[src/rtl/mem_arbiter_if.sv]
// mem_arbiter_if: cache request/ack ports and main-memory bus shared by the arbiter and its environment
interface mem_arbiter_if #(
    parameter int ADDR_W = 32,
    parameter int LINE_W = 128
);
    logic              i_req;
    logic [ADDR_W-1:0] i_addr;
    logic              i_ack;
    logic [LINE_W-1:0] i_rdata;
    logic              d_req;
    logic              d_we;
    logic [ADDR_W-1:0] d_addr;
    logic [LINE_W-1:0] d_wdata;
    logic              d_ack;
    logic [LINE_W-1:0] d_rdata;
    logic [ADDR_W-1:0] mem_addr;
    logic [LINE_W-1:0] mem_wdata;
    logic              mem_write_en;
    logic              mem_read_en;
    logic [LINE_W-1:0] mem_rdata;
    logic              busy;

    // master: the caches plus the memory block, i.e. everything around the arbiter
    modport master (
        output i_req, i_addr, d_req, d_we, d_addr, d_wdata, mem_rdata,
        input  i_ack, i_rdata, d_ack, d_rdata, mem_addr, mem_wdata, mem_write_en, mem_read_en, busy
    );

    // slave: the arbiter itself
    modport slave (
        input  i_req, i_addr, d_req, d_we, d_addr, d_wdata, mem_rdata,
        output i_ack, i_rdata, d_ack, d_rdata, mem_addr, mem_wdata, mem_write_en, mem_read_en, busy
    );
endinterface

[src/rtl/mem_arbiter.sv]
// mem_arbiter: shares single-ported main memory between icache (read-only) and dcache (read/write)
// Optional MEM_ARB_RR_EN: round-robin arbitration instead of fixed dcache priority.
module mem_arbiter #(
    parameter int ADDR_W      = 32,
    parameter int LINE_W      = 128,
    parameter int MEM_LATENCY = 2
) (
    input  logic          clk,
    input  logic          reset,
    mem_arbiter_if.slave  bus
);
    typedef enum logic [1:0] {IDLE, ISSUE, WAIT, DONE} state_t;

    localparam int CNT_W = (MEM_LATENCY > 1) ? $clog2(MEM_LATENCY) : 1;

    state_t            state, state_n;
    logic              owner_d;
    logic              we_q;
    logic [ADDR_W-1:0] addr_q;
    logic [LINE_W-1:0] wdata_q;
    logic [CNT_W-1:0]  cnt;
    logic [LINE_W-1:0] line_q;
    logic              any_req;
    logic              grant_d;

    assign any_req = bus.i_req | bus.d_req;

`ifdef MEM_ARB_RR_EN
    logic last_d;

    // on conflict the requester that did not win last time gets the grant
    assign grant_d = bus.d_req & (~bus.i_req | ~last_d);

    // remember who won each grant; dcache counts as last owner out of reset
    always_ff @(posedge clk)
        if (!reset)
            last_d <= 1'b1;
        else if (state == IDLE && any_req)
            last_d <= grant_d;
`else
    assign grant_d = bus.d_req;
`endif

    // state register
    always_ff @(posedge clk)
        state <= !reset ? IDLE : state_n;

    // next-state: one issue cycle, MEM_LATENCY wait cycles, one ack cycle
    always_comb
        state_n = (state == IDLE)  ? (any_req ? ISSUE : IDLE) :
                  (state == ISSUE) ? WAIT :
                  (state == WAIT)  ? ((cnt == '0) ? DONE : WAIT) : IDLE;

    // outputs decoded from state and the latched owner/direction
    always_comb begin
        bus.mem_read_en  = (state == ISSUE) & ~we_q;
        bus.mem_write_en = (state == ISSUE) & we_q;
        bus.d_ack        = (state == DONE) & owner_d;
        bus.i_ack        = (state == DONE) & ~owner_d;
        bus.busy         = state != IDLE;
    end

    assign bus.mem_addr  = addr_q & ~ADDR_W'('hF);
    assign bus.mem_wdata = wdata_q;
    assign bus.i_rdata   = line_q;
    assign bus.d_rdata   = line_q;

    // latch the winning request at grant, count out latency, capture the returned line
    always_ff @(posedge clk)
        if (!reset) begin
            owner_d <= 1'b0;
            we_q    <= 1'b0;
            addr_q  <= '0;
            wdata_q <= '0;
            cnt     <= '0;
            line_q  <= '0;
        end else begin
            if (state == IDLE && any_req) begin
                owner_d <= grant_d;
                we_q    <= grant_d & bus.d_we;
                addr_q  <= grant_d ? bus.d_addr : bus.i_addr;
                wdata_q <= grant_d ? bus.d_wdata : '0;
            end
            if (state == ISSUE)
                cnt <= CNT_W'(MEM_LATENCY - 1);
            else if (state == WAIT && cnt != '0)
                cnt <= cnt - 1'b1;
            if (state == WAIT && cnt == '0)
                line_q <= bus.mem_rdata;
        end
endmodule

[src/flat_wrapper.sv]
// flat-port wrapper written by rule: the top's interface ports become plain ports
module mem_arbiter_flat 
#(
    parameter int ADDR_W      = 32,
    parameter int LINE_W      = 128,
    parameter int MEM_LATENCY = 2
)
  (clk, reset, bus_i_req, bus_i_addr, bus_d_req, bus_d_we, bus_d_addr, bus_d_wdata, bus_mem_rdata, bus_i_ack, bus_i_rdata, bus_d_ack, bus_d_rdata, bus_mem_addr, bus_mem_wdata, bus_mem_write_en, bus_mem_read_en, bus_busy);
  mem_arbiter_if #(.ADDR_W(ADDR_W), .LINE_W(LINE_W)) bus_i ();
  input  logic clk;
  input  logic reset;
  input wire logic [$bits(bus_i.i_req)-1:0] bus_i_req;
  input wire logic [$bits(bus_i.i_addr)-1:0] bus_i_addr;
  input wire logic [$bits(bus_i.d_req)-1:0] bus_d_req;
  input wire logic [$bits(bus_i.d_we)-1:0] bus_d_we;
  input wire logic [$bits(bus_i.d_addr)-1:0] bus_d_addr;
  input wire logic [$bits(bus_i.d_wdata)-1:0] bus_d_wdata;
  input wire logic [$bits(bus_i.mem_rdata)-1:0] bus_mem_rdata;
  output wire logic [$bits(bus_i.i_ack)-1:0] bus_i_ack;
  output wire logic [$bits(bus_i.i_rdata)-1:0] bus_i_rdata;
  output wire logic [$bits(bus_i.d_ack)-1:0] bus_d_ack;
  output wire logic [$bits(bus_i.d_rdata)-1:0] bus_d_rdata;
  output wire logic [$bits(bus_i.mem_addr)-1:0] bus_mem_addr;
  output wire logic [$bits(bus_i.mem_wdata)-1:0] bus_mem_wdata;
  output wire logic [$bits(bus_i.mem_write_en)-1:0] bus_mem_write_en;
  output wire logic [$bits(bus_i.mem_read_en)-1:0] bus_mem_read_en;
  output wire logic [$bits(bus_i.busy)-1:0] bus_busy;
  assign bus_i.i_req = bus_i_req;
  assign bus_i.i_addr = bus_i_addr;
  assign bus_i.d_req = bus_d_req;
  assign bus_i.d_we = bus_d_we;
  assign bus_i.d_addr = bus_d_addr;
  assign bus_i.d_wdata = bus_d_wdata;
  assign bus_i.mem_rdata = bus_mem_rdata;
  assign bus_i_ack = bus_i.i_ack;
  assign bus_i_rdata = bus_i.i_rdata;
  assign bus_d_ack = bus_i.d_ack;
  assign bus_d_rdata = bus_i.d_rdata;
  assign bus_mem_addr = bus_i.mem_addr;
  assign bus_mem_wdata = bus_i.mem_wdata;
  assign bus_mem_write_en = bus_i.mem_write_en;
  assign bus_mem_read_en = bus_i.mem_read_en;
  assign bus_busy = bus_i.busy;
  mem_arbiter #(.ADDR_W(ADDR_W), .LINE_W(LINE_W), .MEM_LATENCY(MEM_LATENCY)) u_core (.clk(clk), .reset(reset), .bus(bus_i));
endmodule
[config.mk]
export PLATFORM = sky130hd
export DESIGN_NAME = mem_arbiter_flat
export DESIGN_NICKNAME = d
export VERILOG_FILES = /design/src/rtl/mem_arbiter_if.sv /design/src/rtl/mem_arbiter.sv /design/src/flat_wrapper.sv
export SDC_FILE = /design/constraint.sdc
export NUM_CORES = 1
export LEC_CHECK = 0
export CORE_AREA = 2 2 288 290
export CTS_BUF_LIST = sky130_fd_sc_hd__clkbuf_4
export DETAILED_ROUTE_END_ITERATION = 16
export DIE_AREA = 0 0 290 292
export PLACE_DENSITY = 0.48
export SLEW_MARGIN = 20
export SYNTH_ARGS = -nofsm -noshare
export SYNTH_HDL_FRONTEND = slang
export SYNTH_SLANG_ARGS = --single-unit
export TNS_END_PERCENT = 10
[constraint.sdc]
create_clock -name clk -period 1.5 [get_ports clk]
set_input_delay 0.375 -clock clk [delete_from_list [all_inputs] [get_ports clk]]
set_output_delay 0.375 -clock clk [all_outputs]
set_load 0.05 [all_outputs]
Fig. 1: run 1, met1 routing
Scale: 1 px per µm.
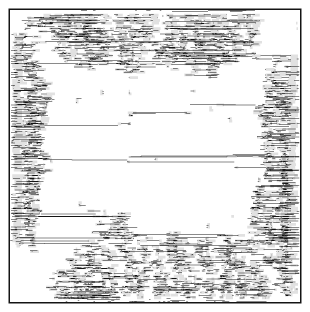
The longest straight run is 107 µm. The layer carries 18800 µm of wire. The wires run mostly horizontal.

Fig. 2: run 1, metal 2
Scale: 1.5 px per µm.
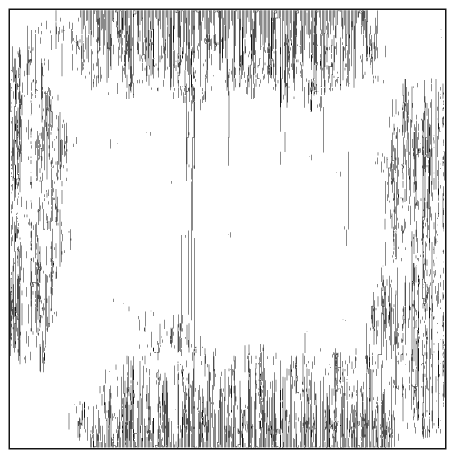
The layer carries 26.3 mm of wire. The wires run mostly vertical. 1920 nets have wire on it. The longest straight run is 92.5 µm. The layer holds 52% of the routed length.

==> flow.log, run 1 <==
[flow] collecting metrics
INFO  metric htreeDepth = 3
INFO  metric layout.area.seq = 6490 µm²
INFO  metric flow.area_growth_from_synthesis = 133%
INFO  metric area.combinational = 3850 µm²
INFO  metric final_period_minus_worst_setup_slack = 2.03 ns
INFO  metric dp_hpwl = slightly below 40 mm
INFO  metric tritoncts = yes
INFO  metric ir_worst_vdd = 0.000305 V
INFO  metric post_synth_num_cell_types = 23
INFO  metric core-area = 81600 µm²
INFO  metric n_clock_buffer = 122
INFO  metric fraction_of_layout_instances_using_a_drive_strength_above_1 = 48.4%
INFO  metric critical_path.endpoint_type = primary output
INFO  metric netlist_top_cells_area = dfxtp_1 53%, a22o_1 10%, buf_4 9.2%, nand2_1 8.8%, a21boi_0 8.7%
INFO  metric violations = negative setup slack
INFO  metric global_route.peak_usage_layer = met2
INFO  metric synthesis.area_per_instance = 10.0 µm²
INFO  metric postSynth.topFlopCell = dfxtp_1
INFO  metric num-nonclk-buffers = about 860
INFO  metric grt_setup_unrepaired = yes
INFO  metric synth.cell_area = 11000 µm²
INFO  metric initialDrtViolationCount = around 300
INFO  metric grt_usage = 11.6%
INFO  metric drv.max_cap_violation_count = 0
INFO  metric dp_worst_setup_slack = -0.273 ns
INFO  metric io_buffers = 733
INFO  metric totalNegativeSetupSlack = -73.85 ns
INFO  metric fp-row-count = 105
INFO  metric standard_cell_area_after_detailed_placement = 23100 µm²
INFO  metric async_reset_ff_share = 0%
INFO  metric cellLeakagePower = just under 10 nW
INFO  metric synth-xor-area-share = 0%
INFO  metric tapCellCount = ~1100
INFO  metric path_max_fanout = 3
INFO  metric critical_path_required = 1.12 ns
INFO  metric combAreaFraction = 15.0%
INFO  metric groute.layer.met3.usage = 3.70%
INFO  metric yosys.area.top_type_share = 52.6%
INFO  metric flops = around 290
INFO  metric synth.ff_latch_count = a little under 300
INFO  metric whs = 0.159 ns
INFO  metric yosys.area_share.simple = 9.45%
INFO  metric inv_count = 3
INFO  metric clk_latency = 0.82 ns
INFO  metric firstDrtPassIters = 4
INFO  metric clock_path_buffers = 3
INFO  metric first_global_vias = between 10000 and 15000
INFO  metric top_layer_used = met4
INFO  metric mux_share = 2.55%
INFO  metric routed-wl-met3 = 3.56 mm
INFO  metric num_vias = 10700
INFO  metric run_status = complete, but fails checks
INFO  metric report.power.total = roughly 0.021 W
INFO  metric stage_log_warnings = 40
INFO  metric timing.final.crit_share = 136%
INFO  metric syn-instance-count = 1097
INFO  metric report.final.hold_viol_count = 0
INFO  metric synthTopCellsByCount = 289 x dfxtp_1, 257 x nand2_1, 135 x buf_4, 129 x a22o_1, 128 x a21boi_0
INFO  metric multiInputCombCellCount = 595
INFO  metric gr-total-overflow = 0
INFO  metric yosysWarningCount = 0
INFO  metric origin_of_the_critical_flop_to_flop_path = u_core.state[0]
INFO  metric numCtsBuffers = between 80 and 90
INFO  metric min_from = bus_d_req
INFO  metric cellPowerDensity = 831 nW/µm²
INFO  metric setup_viol = 514
INFO  metric final_critical_path_setup_slack = -0.533 ns
INFO  metric timing.clock.skew = 0.0970 ns
INFO  metric chipHeight = 292 µm
INFO  metric biggestCellCategory = non-clock buffers
INFO  metric layout.clock.cell_area_share = around 4.1%
INFO  metric sink_count_of_the_clock_tree = approximately 290
INFO  metric layout.nets = approximately 2200
INFO  metric leading_area_contributor_after_synthesis = dfxtp_1
INFO  metric fin_area = 25600 µm²
INFO  metric fillCellCount = 8137
INFO  metric ys_cells = 1097
INFO  metric antenna_found_initial = 3
INFO  metric signal_buffer_area_fraction = between 50% and 60%
INFO  metric yosys-stat-area = 11000 µm²
INFO  metric critical_path_class = reg -> out
INFO  metric routed-wl-met2 = around 26 mm
INFO  metric grt.met2_usage = about a fifth
INFO  metric clock.fmax = 492 MHz
INFO  metric compound_area_share = 21.6%
INFO  metric placed_cells_incl_taps = 2744
INFO  metric gr-usage-met1 = 12.5%
INFO  metric finalWirelength = between 50 and 60 mm
INFO  metric proportion_of_cell_area_occupied_by_registers = 25.4%
INFO  metric antenna_violating_nets_post_route = 0
INFO  metric grt_start_max_net_pins = 66
INFO  metric post_drt_via_cell_ratio = approximately 3.6
INFO  metric critical_path_launch_point = u_core.state[0]
INFO  metric wl_per_cell = 17.0 µm
INFO  metric adder_share = 0.455%
INFO  metric synth_top_cell_by_count = dfxtp_1
INFO  metric final_standard_cell_utilization_of_the_core = 31.4%
INFO  metric worst_setup_path_start_kind = flop
INFO  metric route.detailed.drc = 0
INFO  metric detail_route.wirelength.met1 = 18.8 mm
INFO  metric grt_first_pass_wirelength = 74.9 mm
INFO  metric die.size.x = 290 µm
INFO  metric layout.cells.non_filler = 2965
INFO  metric slew_violations = 0
INFO  metric ios = ~750
INFO  metric min_path_type = in -> reg
INFO  metric yosysSeqAreaShare = 52.6%
INFO  metric root_buffer = clkbuf_4
INFO  metric clkTransAtPathRegs = ~0.060 ns
INFO  metric worstPathArrival = 1.66 ns
INFO  metric synth-edff-count = 0
INFO  metric finalWeightedCongestion = 0.810
INFO  metric chipArea = 84700 µm²
INFO  metric fp-utilization = 13.5%
INFO  metric netlist_logic_family_top = AND-OR/OR-AND gates
INFO  metric antenna-diode-count = 3
Fig. 3: run 1, met3 routing
Scale: 1 px per µm.
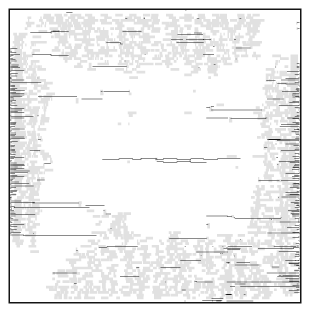
346 nets have wire on it. The wires run mostly horizontal. The layer holds 7.1% of the routed length. The longest straight run is 75.2 µm.

[run 1: layout by cell type (no fill, tap or decap), types with 2 or more instances in the layout]
master,n
conb_1,4
dfxtp_4,140
and2_4,3
clkinvlp_4,2
mux2i_1,28
o2bb2ai_1,28
buf_6,8
nand2_1,256
a21boi_1,50
inv_6,3
nor2b_1,2
clkinv_1,17
ha_4,3
dfxtp_2,146
a22o_1,129
inv_4,2
buf_12,435
dlygate4sd3_1,63
buf_4,36
diode_2,3
clkdlybuf4s50_1,314
a21boi_0,78
clkinv_2,2
dfxtp_1,3
clkbuf_4,122
nor2b_4,3
[run 1: repair_timing]
item                                   4_1_cts  5_1_grt
setup endpoints to repair                  515      582
buffers inserted                             3        4
resized                                    466       34
gates cloned                                 0        0
pin swaps                                   21        7
hold buffers                                63        0
endpoints found under the hold margin       62        0
[run 1: critical path: stages, from the launching register on]
cell and delay [ns]:
dfxtp_2 0.34, buf_6 0.11, ha_4 0.17, and2_4 0.16, buf_12 0.14
[run 1: cells by family after synthesis]
| group | count (synthesis) |
|---|---|
| flip-flops | 289 |
| adder cells (fa/ha/maj) | 4 |
| buffers and inverters | 216 |
| AND-OR/OR-AND | 290 |
| other | 1 |
| multiplexers | 28 |
| AND/OR/NAND/NOR | 269 |
[run 1: path summary, 6_finish.rpt]
path,end,cells past startpoint,slack (ns)
worst max-delay path,bus_mem_write_en,4,-0.53
worst min-delay path,u_core.addr_q[26],4,0.16
worst max register to register,u_core.bus.d_rdata[64],8,-0.11
worst min register to register,u_core.addr_q[31],1,0.49
[run 1: where the power goes]
part           leakage, nW  internal [W]  switching, W
combinational         6.47       0.00293       0.00250
clock                0.620       0.00376       0.00369
sequential            2.52       0.00793      0.000472
total                 9.62        0.0146       0.00666
==> run 2: changes to the inputs <==
--- a/config.mk
+++ b/config.mk
@@ -5,10 +5,11 @@
 export SDC_FILE = /design/constraint.sdc
 export NUM_CORES = 1
 export LEC_CHECK = 0
-export CORE_AREA = 2 2 288 290
+export ABC_AREA = 1
+export CORE_AREA = 2 2 293 295
 export CTS_BUF_LIST = sky130_fd_sc_hd__clkbuf_4
 export DETAILED_ROUTE_END_ITERATION = 16
-export DIE_AREA = 0 0 290 292
+export DIE_AREA = 0 0 295 297
 export PLACE_DENSITY = 0.48
 export SLEW_MARGIN = 20
 export SYNTH_ARGS = -nofsm -noshare
Fig. 4: run 2, met3 routing
Scale: 1 px per µm.
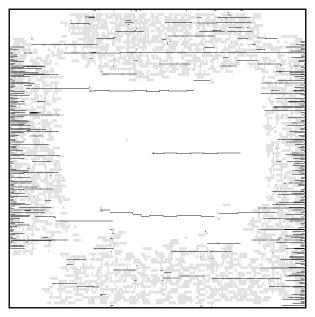
The wires run mostly horizontal. The layer carries 5570 µm of wire. The layer holds 9.7% of the routed length.

==> flow.log, run 2 <==
[flow] collecting metrics
INFO  metric grt_usage = 12.7% (was 11.6%)
INFO  metric power.combinational.total = 0.00738 W (was 0.00543 W)
INFO  metric core-area = 84500 µm² (was 81600 µm²)
INFO  metric path_max_fanout = 3 (unchanged)
INFO  metric synth-edff-count = 0 (unchanged)
INFO  metric finalWeightedCongestion = 0.802 (was 0.810)
INFO  metric cellInternalPower = 0.0153 W (was 0.0146 W)
INFO  metric violations = negative setup slack (unchanged)
INFO  metric timing.clock.skew = 0.0725 ns (was 0.0970 ns)
INFO  metric clk_latency = 0.82 ns (about the same)
INFO  metric postSynth.topFlopCell = dfxtp_1 (unchanged)
INFO  metric pwr-share-comb = 31.7% (was 25.5%)
INFO  metric netlist_top_cells_area = dfxtp_1 49%, nor2_1 10%, buf_4 9.2%, nand2_1 8.0%, nand3_1 6.7% (was dfxtp_1 53%, a22o_1 10%, buf_4 9.2%, nand2_1 8.8%, a21boi_0 8.7%)
INFO  metric yosys-stat-area = 11800 µm² (was 11000 µm²)
INFO  metric post_drt_via_cell_ratio = 3.72 (was 3.62)
INFO  metric synth_top_cell_by_count = nor2_1 (was dfxtp_1)
INFO  metric fp-row-count = 107 (was 105)
INFO  metric fin_area = 26700 µm² (was 25600 µm²)
INFO  metric power_switching_share = 34.2% (was 31.3%)
INFO  metric htreeDepth = 3 (unchanged)
INFO  metric slew_violations = 0 (unchanged)
INFO  metric synthTopCellsByCount = 316 x nor2_1, 289 x dfxtp_1, 251 x nand2_1, 157 x nand3_1, 144 x buf_4 (was 289 x dfxtp_1, 257 x nand2_1, 135 x buf_4, 129 x a22o_1, 128 x a21boi_0)
INFO  metric layout.cells.non_filler = 3503 (was 2965)
INFO  metric sink_count_of_the_clock_tree = 289 (unchanged)
INFO  metric clock_path_buffers = 3 (unchanged)
INFO  metric num_vias = 13000 (was 10700)
INFO  metric whs = 0.152 ns (was 0.159 ns)
INFO  metric critical_path_required = 1.12 ns (about the same)
INFO  metric min_path_type = in -> reg (unchanged)
INFO  metric antenna_violating_nets_post_route = 0 (unchanged)
INFO  metric die.size.x = 295 µm (was 290 µm)
INFO  metric cts_hold_repair.buffers = 70 (was 63)
INFO  metric run_status = complete, but fails checks (unchanged)
INFO  metric postCtsSetupRepairBufs = 3 (unchanged)
INFO  metric power_frac_clock = 31.2% (was 35.0%)
INFO  metric totalNegativeSetupSlack = -72.23 ns (was -73.85 ns)
INFO  metric io_buffers = 733 (unchanged)
INFO  metric standard_cell_area_after_detailed_placement = 24100 µm² (was 23100 µm²)
INFO  metric finalWirelength = 57.4 mm (was 50.4 mm)
INFO  metric async_reset_ff_share = 0% (unchanged)
INFO  metric final_period_minus_worst_setup_slack = 2.06 ns (was 2.03 ns)
INFO  metric fraction_of_layout_instances_using_a_drive_strength_above_1 = 40.2% (was 48.4%)
INFO  metric synth.cell_area = 11800 µm² (was 11000 µm²)
INFO  metric layout.cells.most_common_list = 437 x buf_12, 315 x clkdlybuf4s50_1, 313 x nor2_1, 248 x nand2_1, 157 x nand3_1 (was 435 x buf_12, 314 x clkdlybuf4s50_1, 256 x nand2_1, 146 x dfxtp_2, 140 x dfxtp_4)
INFO  metric root_buffer = clkbuf_4 (unchanged)
INFO  metric net-switching-power = 0.00797 W (was 0.00666 W)
INFO  metric final_critical_path_setup_slack = -0.556 ns (was -0.533 ns)
INFO  metric critical_path_class = reg -> out (unchanged)
INFO  metric chipArea = 87600 µm² (was 84700 µm²)
INFO  metric ctsResizeCount = 442 (was 466)
INFO  metric firstDrtPassIters = 6 (was 4)
INFO  metric pwr.group.sequential = 0.00865 W (was 0.00840 W)
INFO  metric ir_worst_vdd = 0.000526 V (was 0.000305 V)
INFO  metric leading_area_contributor_after_synthesis = dfxtp_1 (unchanged)
INFO  metric fp-utilization = 13.9% (was 13.5%)
INFO  metric post_synth_num_cell_types = 19 (was 23)
INFO  metric ios = 746 (unchanged)
INFO  metric report.power.total = 0.0233 W (was 0.0213 W)
INFO  metric setup_viol = 440 (was 514)
INFO  metric layout.cells.most_common = buf_12 (unchanged)
INFO  metric synth.ff_latch_count = 289 (unchanged)
INFO  metric numCtsBuffers = 88 (was 87)
INFO  metric layout.nets = 2638 (was 2162)
INFO  metric dp_worst_setup_slack = -0.390 ns (was -0.273 ns)
INFO  metric largestPowerGroup = registers (unchanged)
INFO  metric syn-instance-count = 1567 (was 1097)
INFO  metric worstPathArrival = 1.68 ns (was 1.66 ns)
INFO  metric tritoncts = yes (unchanged)
INFO  metric wl_per_cell = 16.4 µm (was 17.0 µm)
INFO  metric antenna_found_initial = 5 (was 3)
INFO  metric timing.final.crit_share = 137% (was 136%)
INFO  metric power.share.sequential = 37.2% (was 39.5%)
INFO  metric synthesis.area_per_instance = 7.50 µm² (was 10.0 µm²)
INFO  metric stage_log_warnings = 41 (was 40)
INFO  metric critical_path.endpoint_type = primary output (unchanged)
INFO  metric yosysWarningCount = 0 (unchanged)
INFO  metric grt_setup_unrepaired = yes (unchanged)
INFO  metric cellLeakagePower = 10.3 nW (was 9.62 nW)
[run 2: cell count changes after synthesis, sizes merged, moves of 4 or more]
cell and change:
nor2 +316, nand3 +157, a21oi +131, a22o -129, a21boi -128, o21ai +127, inv +38, mux2i -28
o2bb2ai -28, buf +18, clkbuf +16, nand2 -5, nor2b -5, and2 -4
[run 2: per-layer routing]
layer  routed length (µm)  GRT usage, %  up-vias  part of all wire (%)
met5                   11             0        -                 0.019
li1                     -             -     6425                     -
met4                 1790          4.98        2                   3.1
met3                 5570          4.92      119                   9.7
met1                20800          13.3     5917                    36
met2                29300          22.6      552                    51
[run 2: area by class of cell]
| cell class | count | area, µm² |
|---|---|---|
| diodes | 5 | 12.5 |
| clock buffers | 119 | 893 |
| clock inverters | 16 | 83.8 |
| fillers | 8711 | 57800 |
| inverters | 41 | 169 |
| multi-input cells | 993 | 4390 |
| flip-flops and latches | 289 | 6500 |
| well taps | 1144 | 1430 |
| repair buffers | 896 | 13200 |
[run 2: worst max-delay path, cell delays in order (launching register included)]
cell,delay [ns]
dfxtp_2,0.33
inv_2,0.08
buf_6,0.10
ha_4,0.13
inv_4,0.04
nor2_4,0.11
buf_12,0.15
[run 2: kinds of logic after synthesis]
family / synth area share, %
and+or+nand+nor: 24.9
DFF: 49.2
buffers and inverters: 14.4
AOI/OAI and AO/OA: 11.0
adders and majority gates: 0.426
other: 0.0319
[run 2: worst paths after layout]
kind                                          startpoint  slack, ns  cells after the start                         to
worst min register to register  u_core.bus.mem_wdata[78]       0.49                      2   u_core.bus.mem_wdata[78]
worst max register to register           u_core.state[1]      -0.08                      8   u_core.bus.mem_wdata[15]
worst min-delay path                    bus_d_wdata[115]       0.15                      3  u_core.bus.mem_wdata[115]
worst max-delay path                     u_core.state[1]      -0.56                      6            bus_mem_read_en
No activity file was given, so power comes from the tool's default toggle rates.
